==> config.mk <==
export PLATFORM = sky130hd
export DESIGN_NAME = adc_scan_controller
export DESIGN_NICKNAME = d
export VERILOG_FILES = /design/src/rtl/adc_scan_controller.sv
export SDC_FILE = /design/constraint.sdc
export NUM_CORES = 1
export LEC_CHECK = 0
export CORE_ASPECT_RATIO = 1.75
export CORE_MARGIN = 2
export CORE_UTILIZATION = 25
export DETAILED_ROUTE_END_ITERATION = 7
export PLACE_DENSITY = 0.54
export SYNTH_ARGS = -nofsm -noshare
export SYNTH_HDL_FRONTEND = slang
export SYNTH_SLANG_ARGS = --single-unit
==> constraint.sdc <==
create_clock -name clk -period 3.6 [get_ports clk]
set_clock_uncertainty 0.1 [all_clocks]
set_input_delay 0.72 -clock clk [delete_from_list [all_inputs] [get_ports clk]]
set_output_delay 0.72 -clock clk [all_outputs]
set_load 0.01 [all_outputs]
==> src/rtl/adc_scan_controller.sv <==
// Multi-channel SPI ADC scan controller: scans a channel mask per request, offset-corrects and windows
// each sample and writes it with its channel tag to the pixel FIFO. Define ADC_SCAN_INVERT_EN for dark-high output.
module adc_scan_controller #(
  parameter int unsigned ADC_BITS   = 12,
  parameter int unsigned OUT_BITS   = 8,
  parameter int unsigned BIT_OFFSET = 1,
  parameter int unsigned NUM_CH     = 4,
  parameter int unsigned CH_BITS    = 2,
  parameter int unsigned LEAD_BITS  = 4,
  parameter int unsigned CLK_DIV    = 1
) (
  input  logic                clk,
  input  logic                reset,
  input  logic                capture_start,
  input  logic [NUM_CH-1:0]   ch_mask,
  input  logic [7:0]          track_counts,
  input  logic [ADC_BITS-1:0] val_offset,
  input  logic                sdata,
  input  logic                fifo_full,
  output logic                sample_done,
  output logic                scan_done,
  output logic                busy,
  output logic                fifo_write_enable,
  output logic [OUT_BITS-1:0] fifo_write_data,
  output logic [CH_BITS-1:0]  fifo_write_ch,
  output logic                sclk,
  output logic                cs_n,
  output logic                din
);

  localparam int unsigned FRAME_PERIODS = LEAD_BITS + ADC_BITS;
  localparam int unsigned PER_W         = $clog2(FRAME_PERIODS + 1);
  localparam int unsigned DIV_W         = (CLK_DIV > 1) ? $clog2(CLK_DIV) : 1;
  localparam int unsigned TIMER_W       = 8;

  typedef enum logic [2:0] {IDLE, TRACK, FRAME, WAIT_FIFO, NEXT} state_t;

  state_t              state;
  logic [NUM_CH-1:0]   scan_mask;
  logic [CH_BITS-1:0]  cur_ch;
  logic [CH_BITS-1:0]  adc_addr;
  logic [CH_BITS-1:0]  frame_ch;
  logic [TIMER_W-1:0]  timer;
  logic [PER_W-1:0]    period;
  logic [DIV_W-1:0]    div_cnt;
  logic [ADC_BITS-1:0] raw;
  logic                pending;

  logic                low_found;
  logic [CH_BITS-1:0]  low_idx;
  logic [CH_BITS-1:0]  next_addr;
  logic [ADC_BITS-1:0] diff;
  logic [ADC_BITS-1:0] shifted;
  logic [OUT_BITS-1:0] sat;
  logic [OUT_BITS-1:0] result;

  // Address bit driven on din during a given sclk period (MSB first in periods 1..CH_BITS).
  function automatic logic addr_bit(input logic [CH_BITS-1:0] addr, input logic [PER_W-1:0] p);
    logic [CH_BITS-1:0] sh;
    logic               b;
    sh = '0;
    b  = 1'b0;
    for (int k = 1; k <= int'(CH_BITS); k++) begin
      if (int'(p) == k) begin
        sh = addr >> (int'(CH_BITS) - k);
        b  = sh[0];
      end
    end
    return b;
  endfunction

  // Lowest remaining channel; it is also the address preloaded for the following frame.
  always_comb begin
    low_found = 1'b0;
    low_idx   = '0;
    for (int i = int'(NUM_CH) - 1; i >= 0; i--) begin
      if (scan_mask[i]) begin
        low_found = 1'b1;
        low_idx   = CH_BITS'(i);
      end
    end
    next_addr = low_found ? low_idx : cur_ch;
  end

  // Saturating offset removal, then window, then optional polarity flip.
  always_comb begin
    diff    = raw - val_offset;
    shifted = diff >> BIT_OFFSET;
    if (raw < val_offset) begin
      sat = '0;
    end else if ((shifted >> OUT_BITS) != '0) begin
      sat = '1;
    end else begin
      sat = OUT_BITS'(shifted);
    end
`ifdef ADC_SCAN_INVERT_EN
    result = ~sat;
`else
    result = sat;
`endif
  end

  always_ff @(posedge clk) begin
    if (reset) begin
      state             <= IDLE;
      scan_mask         <= '0;
      cur_ch            <= '0;
      adc_addr          <= '0;
      frame_ch          <= '0;
      timer             <= '0;
      period            <= '0;
      div_cnt           <= '0;
      raw               <= '0;
      pending           <= 1'b0;
      sclk              <= 1'b1;
      cs_n              <= 1'b1;
      din               <= 1'b0;
      sample_done       <= 1'b0;
      scan_done         <= 1'b0;
      busy              <= 1'b0;
      fifo_write_enable <= 1'b0;
      fifo_write_data   <= '0;
      fifo_write_ch     <= '0;
    end else begin
      sample_done       <= 1'b0;
      scan_done         <= 1'b0;
      fifo_write_enable <= 1'b0;
      if (capture_start && state != IDLE) begin
        pending <= 1'b1;
      end
      case (state)
        IDLE: begin
          if (capture_start || pending) begin
            scan_mask <= ch_mask;
            busy      <= 1'b1;
            pending   <= 1'b0;
            state     <= NEXT;
          end
        end
        NEXT: begin
          if (low_found) begin
            cur_ch    <= low_idx;
            scan_mask <= scan_mask & ~(NUM_CH'(1) << low_idx);
            timer     <= '0;
            state     <= TRACK;
          end else begin
            scan_done <= 1'b1;
            // A request landing on the scan boundary chains straight into the next scan.
            if (capture_start || pending) begin
              scan_mask <= ch_mask;
              pending   <= 1'b0;
              state     <= NEXT;
            end else begin
              busy  <= 1'b0;
              state <= IDLE;
            end
          end
        end
        TRACK: begin
          if (9'(timer) + 9'd1 >= 9'(track_counts)) begin
            cs_n        <= 1'b0;
            sclk        <= 1'b0;
            din         <= 1'b0;
            sample_done <= 1'b1;
            frame_ch    <= adc_addr;
            adc_addr    <= next_addr;
            period      <= '0;
            div_cnt     <= '0;
            state       <= FRAME;
          end else begin
            timer <= timer + 8'd1;
          end
        end
        FRAME: begin
          if (div_cnt == DIV_W'(CLK_DIV - 1)) begin
            div_cnt <= '0;
            if (!sclk) begin
              sclk <= 1'b1;
            end else begin
              if (period >= PER_W'(LEAD_BITS)) begin
                raw <= {raw[ADC_BITS-2:0], sdata};
              end
              if (period == PER_W'(FRAME_PERIODS - 1)) begin
                cs_n  <= 1'b1;
                sclk  <= 1'b1;
                state <= WAIT_FIFO;
              end else begin
                period <= period + PER_W'(1);
                sclk   <= 1'b0;
                din    <= addr_bit(adc_addr, period + PER_W'(1));
              end
            end
          end else begin
            div_cnt <= div_cnt + DIV_W'(1);
          end
        end
        WAIT_FIFO: begin
          if (!fifo_full) begin
            fifo_write_enable <= 1'b1;
            fifo_write_data   <= result;
            fifo_write_ch     <= frame_ch;
            state             <= NEXT;
          end
        end
        default: state <= IDLE;
      endcase
    end
  end

endmodule

**Signal wires on met2**

Bar = 20 µm.
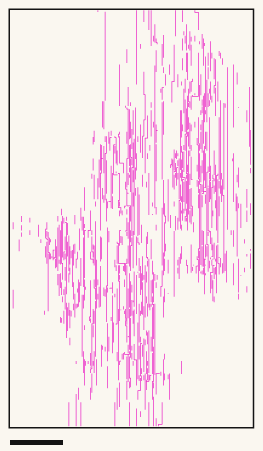
- share of all routed wire: 55%
- nets with wire on the layer: 423
final WL: 8.90 mm
met2 track demand over resource: 0.235
via count: 3,145

**M3 wires**

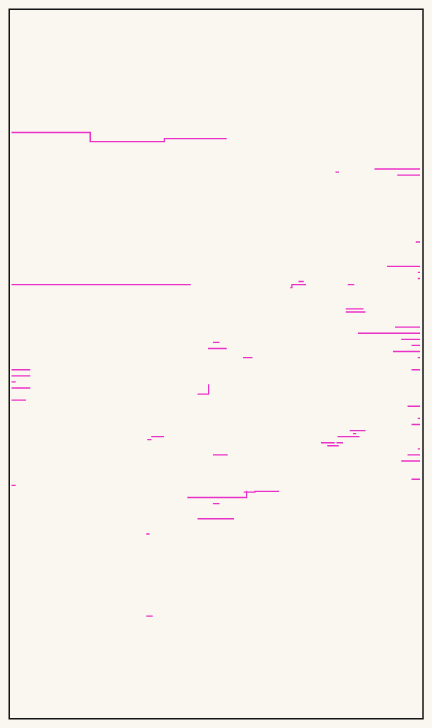
- longest straight run: 39.8 µm
- nets with wire on the layer: 42
- share of all routed wire: 2.8%
GRT met3 Usage: 0.0185

==> notes.md <==
run metrics: Yosys warnings 0, Final HPWL DP 6.82 mm, GRT Resource Usage Total 0.122, worst path arrival time 3.46 ns, Root Buffer clkbuf_16, ANT cells 0, global placement routability congestion 0.771, port bufs 45, Simple Share, Synth 0.214, clk cell area share 0.0368, largest net degree at the start of global routing 49, cell type with the largest total area dfxtp_1, r2r setup slk 0.26 ns, Multi-input comb cells 316, Main area contributors dfxtp_1 33%, ha_1 8.8%, nand2_1 5.0%, biggest regs raw: 12 flops, fifo_write_data: 8 flops, timer: 8 flops, met1 WL 3.49 mm, min-delay src cur_ch[1], Sw Ratio 0.253, CTS tree built, dominant kind of combinational cell AND-OR/OR-AND gates, Mux area share 0.0383, clk_lat worst skew 0.29 ns, hold path depth 2, core box area 13,400 µm², Die Size 14,600 µm², max reg flops 12, Layout non-clock buf frac 0.121, Clk. pwr 0.542 mW, dominant logic cell types in the final layout 56 x dfxtp_1, 45 x nand2_1, 44 x clkdlybuf4s50_1, total power density per cell area 330 nW/µm², register area 1120 µm², GR peak layer met2, power share of the combinational group 0.142, slowest CP cell or4_1, Syn Inst Count 412, # setup viols final 0, clock slew at reported path FFs 0.07 ns, Slew headroom 0.506, comb pwr 0.198 mW, clock tree buffer depth 2, Reg2Reg Launch Point timer[0], most instantiated logic cell after routing dfxtp_1, Cell Type Count 60, Max-Cap Viols 0, Detail Route Antenna Nets 0, global route overflow 0, I/O pins 46, Clk pwr share 0.389, #FFs+latches synth 56, CP max stage delay 0.53 ns, Vias per Instance 4.99, fill count 1,411, placed cell area 4030 µm², num rows 56, FP Util 0.254, crit path cell chain ha_1 > and3_2 > nor2b_1 > or2_2 > ha_1 > and3_1 > and3_1 > a21oi_4 > buf_12 > buf_4 > or4_1 > a21oi_1, Worst-Margin Slew 0.741 ns, Syn Area/Cell 8.25 µm², fin cells 630, RR Endpoint adc_addr[1], startpoint types register, setup TNS 0 ns, syn_nets 466, area fraction in xor and xnor cells 0.0232, total power 1.39 mW, yosys aoi share 0.252, inverter count 26, first-pass GRT wire length 14.5 mm, status completed, sequential power share 0.468, met1 track demand over resource 0.126, synth-to-layout area growth 24.1%, Final nets 511, met2 wire len 4.89 mm, Yosys Chip Area 3400 µm², top cells by count 56 x dfxtp_1, 45 x nand2_1, 32 x nor2_1, hold path endpoint cur_ch[1], antenna violations before repair 0, Async SR Flop Fraction 0, Crit path max-delay family simple AND/OR/NAND/NOR gates, yosys cell count 412, hold slack 0.372 ns, placed cell count 621, CP Capture Type register, RSZ-0062 raised after global routing false, vias in the first global route 3,120
**Floorplan with the power grid**

Bar = 20 µm. Pins as bars on the die edge.
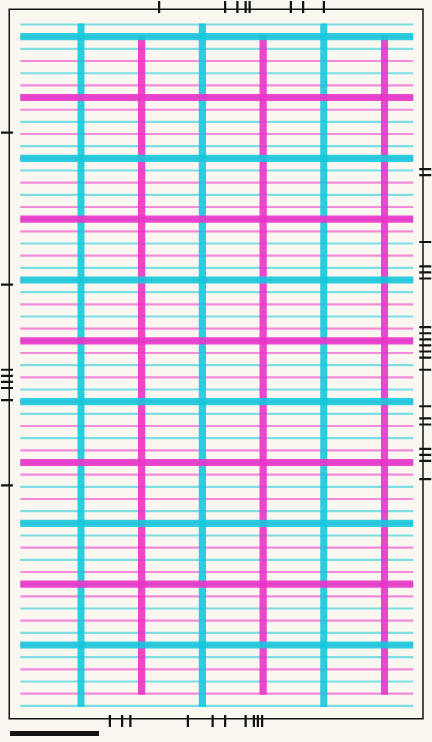
- VSS: cyan
- VDD: magenta
- signal pins: 46
- met1 rails: 57
- met5 straps: 11
die width: 92.2 µm
maximum VDD drop: 0.000197 V

Power is estimated from default activity; no workload was simulated.
